### config.mk
export PLATFORM = sky130hd
export DESIGN_NAME = mips_mc_ctrl
export DESIGN_NICKNAME = d
export VERILOG_FILES = /design/src/rtl/mips_mc_pkg.sv /design/src/rtl/mips_mc_ctrl.sv
export SDC_FILE = /design/constraint.sdc
export NUM_CORES = 1
export LEC_CHECK = 0
export CELL_PAD_IN_SITES_DETAIL_PLACEMENT = 1
export CELL_PAD_IN_SITES_GLOBAL_PLACEMENT = 1
export CORE_MARGIN = 2
export CORE_UTILIZATION = 27
export CTS_BUF_LIST = sky130_fd_sc_hd__clkbuf_2
export DETAILED_ROUTE_END_ITERATION = 10
export PLACE_DENSITY = 0.89
export SLEW_MARGIN = 20
export SYNTH_ARGS = -nofsm -noshare
export SYNTH_HDL_FRONTEND = slang
export SYNTH_SLANG_ARGS = --single-unit
### constraint.sdc
create_clock -name clk -period 2.7 [get_ports clk]
set_clock_uncertainty 0.15 [all_clocks]
set_input_delay 0.54 -clock clk [delete_from_list [all_inputs] [get_ports clk]]
set_output_delay 0.54 -clock clk [all_outputs]
set_load 0.02 [all_outputs]
### src/rtl/mips_mc_pkg.sv
// Shared definitions for the multi-cycle MIPS control sequencer: state codes,
// opcodes and the mux/ALU select encodings driven onto the datapath.
package mips_mc_pkg;

    typedef enum logic [3:0] {
        ST_FETCH  = 4'd0,
        ST_DECODE = 4'd1,
        ST_MEMADR = 4'd2,
        ST_MEMRD  = 4'd3,
        ST_MEMWB  = 4'd4,
        ST_MEMWR  = 4'd5,
        ST_EXEC   = 4'd6,
        ST_ALUWB  = 4'd7,
        ST_BRANCH = 4'd8,
        ST_ADDIEX = 4'd9,
        ST_ADDIWB = 4'd10,
        ST_JUMP   = 4'd11
    } state_t;

    localparam logic [5:0] OP_RTYPE = 6'b000000;
    localparam logic [5:0] OP_LW    = 6'b100011;
    localparam logic [5:0] OP_SW    = 6'b101011;
    localparam logic [5:0] OP_BEQ   = 6'b000100;
    localparam logic [5:0] OP_ADDI  = 6'b001000;
    localparam logic [5:0] OP_J     = 6'b000010;

    localparam logic [1:0] SRCB_B       = 2'b00;
    localparam logic [1:0] SRCB_FOUR    = 2'b01;
    localparam logic [1:0] SRCB_IMM     = 2'b10;
    localparam logic [1:0] SRCB_IMM_SH2 = 2'b11;

    localparam logic [1:0] ALU_ADD   = 2'b00;
    localparam logic [1:0] ALU_SUB   = 2'b01;
    localparam logic [1:0] ALU_FUNCT = 2'b10;

    localparam logic [1:0] PC_ALU    = 2'b00;
    localparam logic [1:0] PC_ALUOUT = 2'b01;
    localparam logic [1:0] PC_JUMP   = 2'b10;

endpackage

### src/rtl/mips_mc_ctrl.sv
// Moore control sequencer for the multi-cycle MIPS datapath.
// Optional memory-wait handshake on FETCH/MEMRD/MEMWR: define MC_CTRL_MEM_WAIT_EN.
module mips_mc_ctrl
    import mips_mc_pkg::*;
(
    input  logic       clk,
    input  logic       reset_n,
    input  logic [5:0] op,
    input  logic       zero,
    input  logic       mem_ready,
    output logic       pc_en,
    output logic       ir_en,
    output logic       mdr_en,
    output logic       ab_en,
    output logic       aluout_en,
    output logic       mem_rd,
    output logic       mem_wr,
    output logic       iord,
    output logic       rf_we,
    output logic       reg_dst,
    output logic       mem_to_reg,
    output logic       alu_src_a,
    output logic [1:0] alu_src_b,
    output logic [1:0] alu_op,
    output logic [1:0] pc_src,
    output logic [3:0] state
);

    state_t state_q, state_d;
    logic   run;
    logic   mem_done;

`ifdef MC_CTRL_MEM_WAIT_EN
    assign mem_done = mem_ready;
`else
    logic unused_mem_ready;
    assign unused_mem_ready = mem_ready;
    assign mem_done         = 1'b1;
`endif

    // run holds the machine idle until the first edge after reset release,
    // so that edge begins a full FETCH cycle rather than leaving it.
    always_ff @(posedge clk or negedge reset_n) begin
        if (!reset_n) begin
            state_q <= ST_FETCH;
            run     <= 1'b0;
        end else begin
            state_q <= state_d;
            run     <= 1'b1;
        end
    end

    assign state = state_q;

    always_comb begin
        state_d = state_q;
        if (run) begin
            case (state_q)
                ST_FETCH:  if (mem_done) state_d = ST_DECODE;
                ST_DECODE: begin
                    case (op)
                        OP_LW, OP_SW: state_d = ST_MEMADR;
                        OP_RTYPE:     state_d = ST_EXEC;
                        OP_BEQ:       state_d = ST_BRANCH;
                        OP_ADDI:      state_d = ST_ADDIEX;
                        OP_J:         state_d = ST_JUMP;
                        default:      state_d = ST_FETCH;
                    endcase
                end
                ST_MEMADR: state_d = (op == OP_SW) ? ST_MEMWR : ST_MEMRD;
                ST_MEMRD:  if (mem_done) state_d = ST_MEMWB;
                ST_MEMWB:  state_d = ST_FETCH;
                ST_MEMWR:  if (mem_done) state_d = ST_FETCH;
                ST_EXEC:   state_d = ST_ALUWB;
                ST_ALUWB:  state_d = ST_FETCH;
                ST_BRANCH: state_d = ST_FETCH;
                ST_ADDIEX: state_d = ST_ADDIWB;
                ST_ADDIWB: state_d = ST_FETCH;
                ST_JUMP:   state_d = ST_FETCH;
                default:   state_d = ST_FETCH;
            endcase
        end
    end

    // Everything is forced low while idle, so an asserted reset kills all writes at once.
    always_comb begin
        pc_en      = 1'b0;
        ir_en      = 1'b0;
        mdr_en     = 1'b0;
        ab_en      = 1'b0;
        aluout_en  = 1'b0;
        mem_rd     = 1'b0;
        mem_wr     = 1'b0;
        iord       = 1'b0;
        rf_we      = 1'b0;
        reg_dst    = 1'b0;
        mem_to_reg = 1'b0;
        alu_src_a  = 1'b0;
        alu_src_b  = SRCB_B;
        alu_op     = ALU_ADD;
        pc_src     = PC_ALU;
        if (run) begin
            case (state_q)
                ST_FETCH: begin
                    mem_rd    = 1'b1;
                    ir_en     = mem_done;
                    pc_en     = mem_done;
                    alu_src_b = SRCB_FOUR;
                end
                ST_DECODE: begin
                    ab_en     = 1'b1;
                    aluout_en = 1'b1;
                    alu_src_b = SRCB_IMM_SH2;
                end
                ST_MEMADR, ST_ADDIEX: begin
                    alu_src_a = 1'b1;
                    alu_src_b = SRCB_IMM;
                    aluout_en = 1'b1;
                end
                ST_MEMRD: begin
                    mem_rd = 1'b1;
                    iord   = 1'b1;
                    mdr_en = mem_done;
                end
                ST_MEMWB: begin
                    rf_we      = 1'b1;
                    mem_to_reg = 1'b1;
                end
                ST_MEMWR: begin
                    mem_wr = 1'b1;
                    iord   = 1'b1;
                end
                ST_EXEC: begin
                    alu_src_a = 1'b1;
                    alu_op    = ALU_FUNCT;
                    aluout_en = 1'b1;
                end
                ST_ALUWB: begin
                    rf_we   = 1'b1;
                    reg_dst = 1'b1;
                end
                ST_BRANCH: begin
                    alu_src_a = 1'b1;
                    alu_op    = ALU_SUB;
                    pc_src    = PC_ALUOUT;
                    pc_en     = zero;
                end
                ST_ADDIWB: rf_we = 1'b1;
                ST_JUMP: begin
                    pc_src = PC_JUMP;
                    pc_en  = 1'b1;
                end
                default: ;
            endcase
        end
    end

endmodule
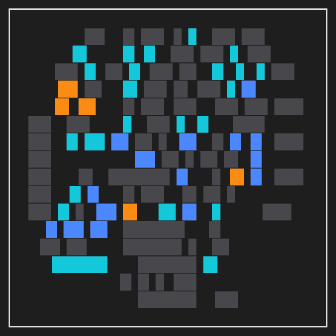
*Selected gate families*
and/or cells: marked orange, cells 5. nor cells: marked cyan, cells 23. aoi and oai cells: marked blue, cells 15.
fin cells: 136
most instantiated logic cell after routing: clkdlybuf4s50_1
Comb/total area: 41.4%

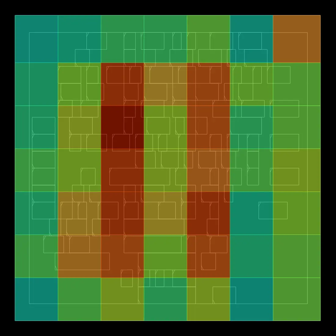
*Routing congestion map*
fin util: 47.7%
M2 GR Usage: 36.3%
wire per inst: 15.6 µm
Most Crowded Layer GR: met2
met3 GRT Util: 1.84%

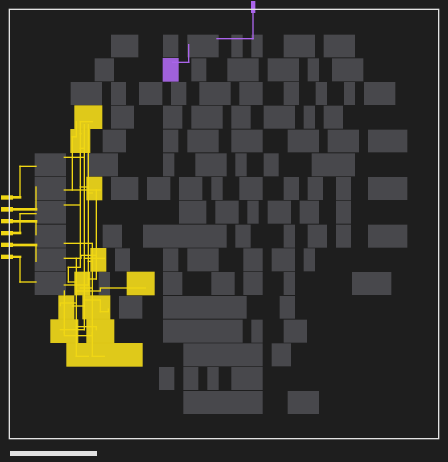
*Wires at chosen ports, followed through buffers*
The bar under the picture is 10 µm long.
op: marked yellow, direction input, end cells 11, wire 195 µm. ir_en: marked purple, direction output, end cells 1, wire 10.9 µm.
Port Buffer Count: 30
# IOs: 32

==> critical path, stage by stage, from the launching register on <==
cell and delay, ns:
dfrtp_2 0.47, buf_4 0.19, nand2b_1 0.24, o22ai_1 0.15, clkdlybuf4s50_1 0.63
==> area by class of cell <==
cell class / instances / area [µm²] / share of cell area (%)
flip-flops and latches: 5 / 128 / 13.8
inverters: 4 / 15.0 / 1.62
well taps: 27 / 33.8 / 3.64
multi-input cells: 61 / 384 / 41.4
clock buffers: 4 / 20.0 / 2.16
repair buffers: 35 / 347 / 37.4
==> worst paths after layout <==
check                           end  depth (start not counted)
hold / removal             state[0]                          1
setup / recovery               iord                          4
hold reg to reg            state[0]                          2
setup reg to reg           state[1]                          4
max in group asynchronous  state[1]                          1
min in group clk           state[0]                          2
==> registers in the layout (all words and copies together), names as in the netlist <==
signal  flops
state       4
run         1
==> cells in the final DEF (no fill, tap or decap), types with 2 or more instances in the layout <==
cell type / instances
a21oi_1: 5
buf_4: 5
clkbuf_2: 4
clkdlybuf4s50_1: 25
dfrtp_1: 3
dfrtp_2: 2
dlymetal6s2s_1: 4
inv_1: 3
nand2_1: 3
nand2b_1: 4
nand3_1: 3
nor2_1: 8
nor2b_1: 2
nor3_1: 9
o21a_1: 2
o21ai_0: 2
or3_1: 2
xor2_1: 2
==> cell usage after synthesis, drive strengths merged, types with 2 or more instances <==
master	instances
xor2	2
nor2	8
inv	4
nor4b	2
o21ai	2
buf	3
nand2	3
nor3	9
o21a	2
nand3	3
or3	2
nor2b	2
clkbuf	2
dfrtp	5
nand2b	5
a21oi	5
==> metal layers <==
layer / vias to the layer above / global-route usage, % / share of wire [%] / wire length, µm
met1: 341 / 22.3 / 41 / 866
met4: 0 / 10.0 / 1.6 / 34
met2: 15 / 36.3 / 56 / 1190
met5: - / 0 / 0 / 0
met3: 3 / 1.84 / 1.3 / 27
li1: 338 / - / - / -
==> per-stage QoR <==
stage / setup WS, ns / hold WS (ns) / std cells
final: 0.0920 / 0.334 / 136
after global placement: 0.174 / 0.485 / 132
after floorplan: 0.536 / 0.0944 / 75
after CTS: 0.0417 / 0.336 / 136
after global routing: 0.0156 / 0.349 / 136
after detailed placement: 0.136 / 0.492 / 132
==> where the power goes <==
part           total, mW  switching [mW]  internal (mW)
sequential         0.120          0.0286         0.0911
clock             0.0811          0.0420         0.0391
combinational      0.390           0.219          0.172
==> kinds of logic after synthesis <==
group | Yosys count
simple gates | 40
compound gates | 18
buf+inv | 9
flops | 5
xor+xnor | 2
other cells | 1
==> repair_timing <==
action	in CTS	in global routing
resized	2	6
setup endpoints to repair	1	7
pin swaps	0	0
buffers inserted	0	0
hold buffers	0	0
==> flow_metrics.tcl <==
# collected from the flow reports
set metrics [dict create \
    status "complete, no violations" \
    ys_seq_elements 5 \
    finalNetCount 120 \
    die_h_um 49 \
    clock-sinks 5 \
    via_count 697 \
    synth.avg_cell_area_um2 7.29 \
    cts_buffer_depth 2 \
    startpoint "state[1]" \
    worstHoldPathType "input port to asynchronous set/reset pin" \
    htree_levels 1 \
    grt_use_total_pct 19.7 \
    top_cell_area_share_pct 22.9 \
    initCoreUtil_pct 28.2 \
    peakVddDrop_mv 0.275 \
    synth-main-ff-cell "dfrtp_1" \
    synthesis.nets 85 \
    placed_cell_area_um2 896 \
    clk_pin_slew_ns 0.08 \
    rsz0062_at_grt "no" \
    cp_max_fo 10 \
    syn2layout_area_growth_pct 69.6 \
    row_count 16 \
    setup_violations 0 \
    chip_area_um2 2400 \
    diodes 0 \
    antenna_found_initial 0 \
    grt_start_max_net_pins 11 \
    total_power_mw 0.591 \
    r2r_start "state[2]" \
    drive_above_1_share_pct 12.8 \
    edf_count 0 \
    place_congestion 0.760 \
    synth_adder_area_share_pct 0 \
    period_needed_ns 2.61 \
    ys_sh_xor_pct 3.20 \
    ys_warn_count 0 \
    synthCells 75 \
    drc_errors 0 \
    cp-start-kind "register" \
    dp_hpwl_um 1610 \
    yosysCellCount 75 \
    ff2ff_setup_slack_ns 0.97 \
    p_per_area_nw_per_um2 638 \
    period_used_pct 96.6 \
    crit_arrival_ns 1.92 \
    clk_latency_ns 0.26 \
    cts-root-buf "clkbuf_2" \
    nFillCells 247 \
    tool_warnings 27 \
    ant_nets 0 \
    fin_area_um2 927 \
    simple_gate_share_pct 44.2 \
    synth-async-reset-ratio_pct 100 \
    dr.first_iter.drc_count 12 \
    mux_share_pct 0 \
    hold_viol_final 0 \
    leakagePower_nw 0.429 \
    ys_seq_share_pct 22.9 \
    path_class "register to primary output" \
    grt_pass1_wl_um 3570 \
    slew_viol_final 0 \
    die_w_um 49 \
    cts-buffers-inserted 3 \
    synth_cell_types 34 \
    largest_area_cell "dfrtp_1" \
    routed_wl_um 2120 \
    topCombFamilyByArea "simple AND/OR/NAND/NOR gates" \
    drt-pass1-iter-count 4 \
    syn_area_um2 547 \
    yosys-stat-area_um2 547 \
    design.core.area_um2 1940 \
    required_ns 2.01 \
    cts_tree "done" \
    cap_violations 0 \
    area_leaders "dfrtp_1, nor3_1, nor2_1, a21oi_1, nand2b_1" \
    critPathCaptureType "primary output" \
    finalSetupTns_ns 0 \
    overflow 0 \
    max_freq_ghz 0.383 \
    aoi_share_pct 22.2 \
    vias_per_cell 5.13 \
]
No activity file was given, so power comes from the tool's default toggle rates.
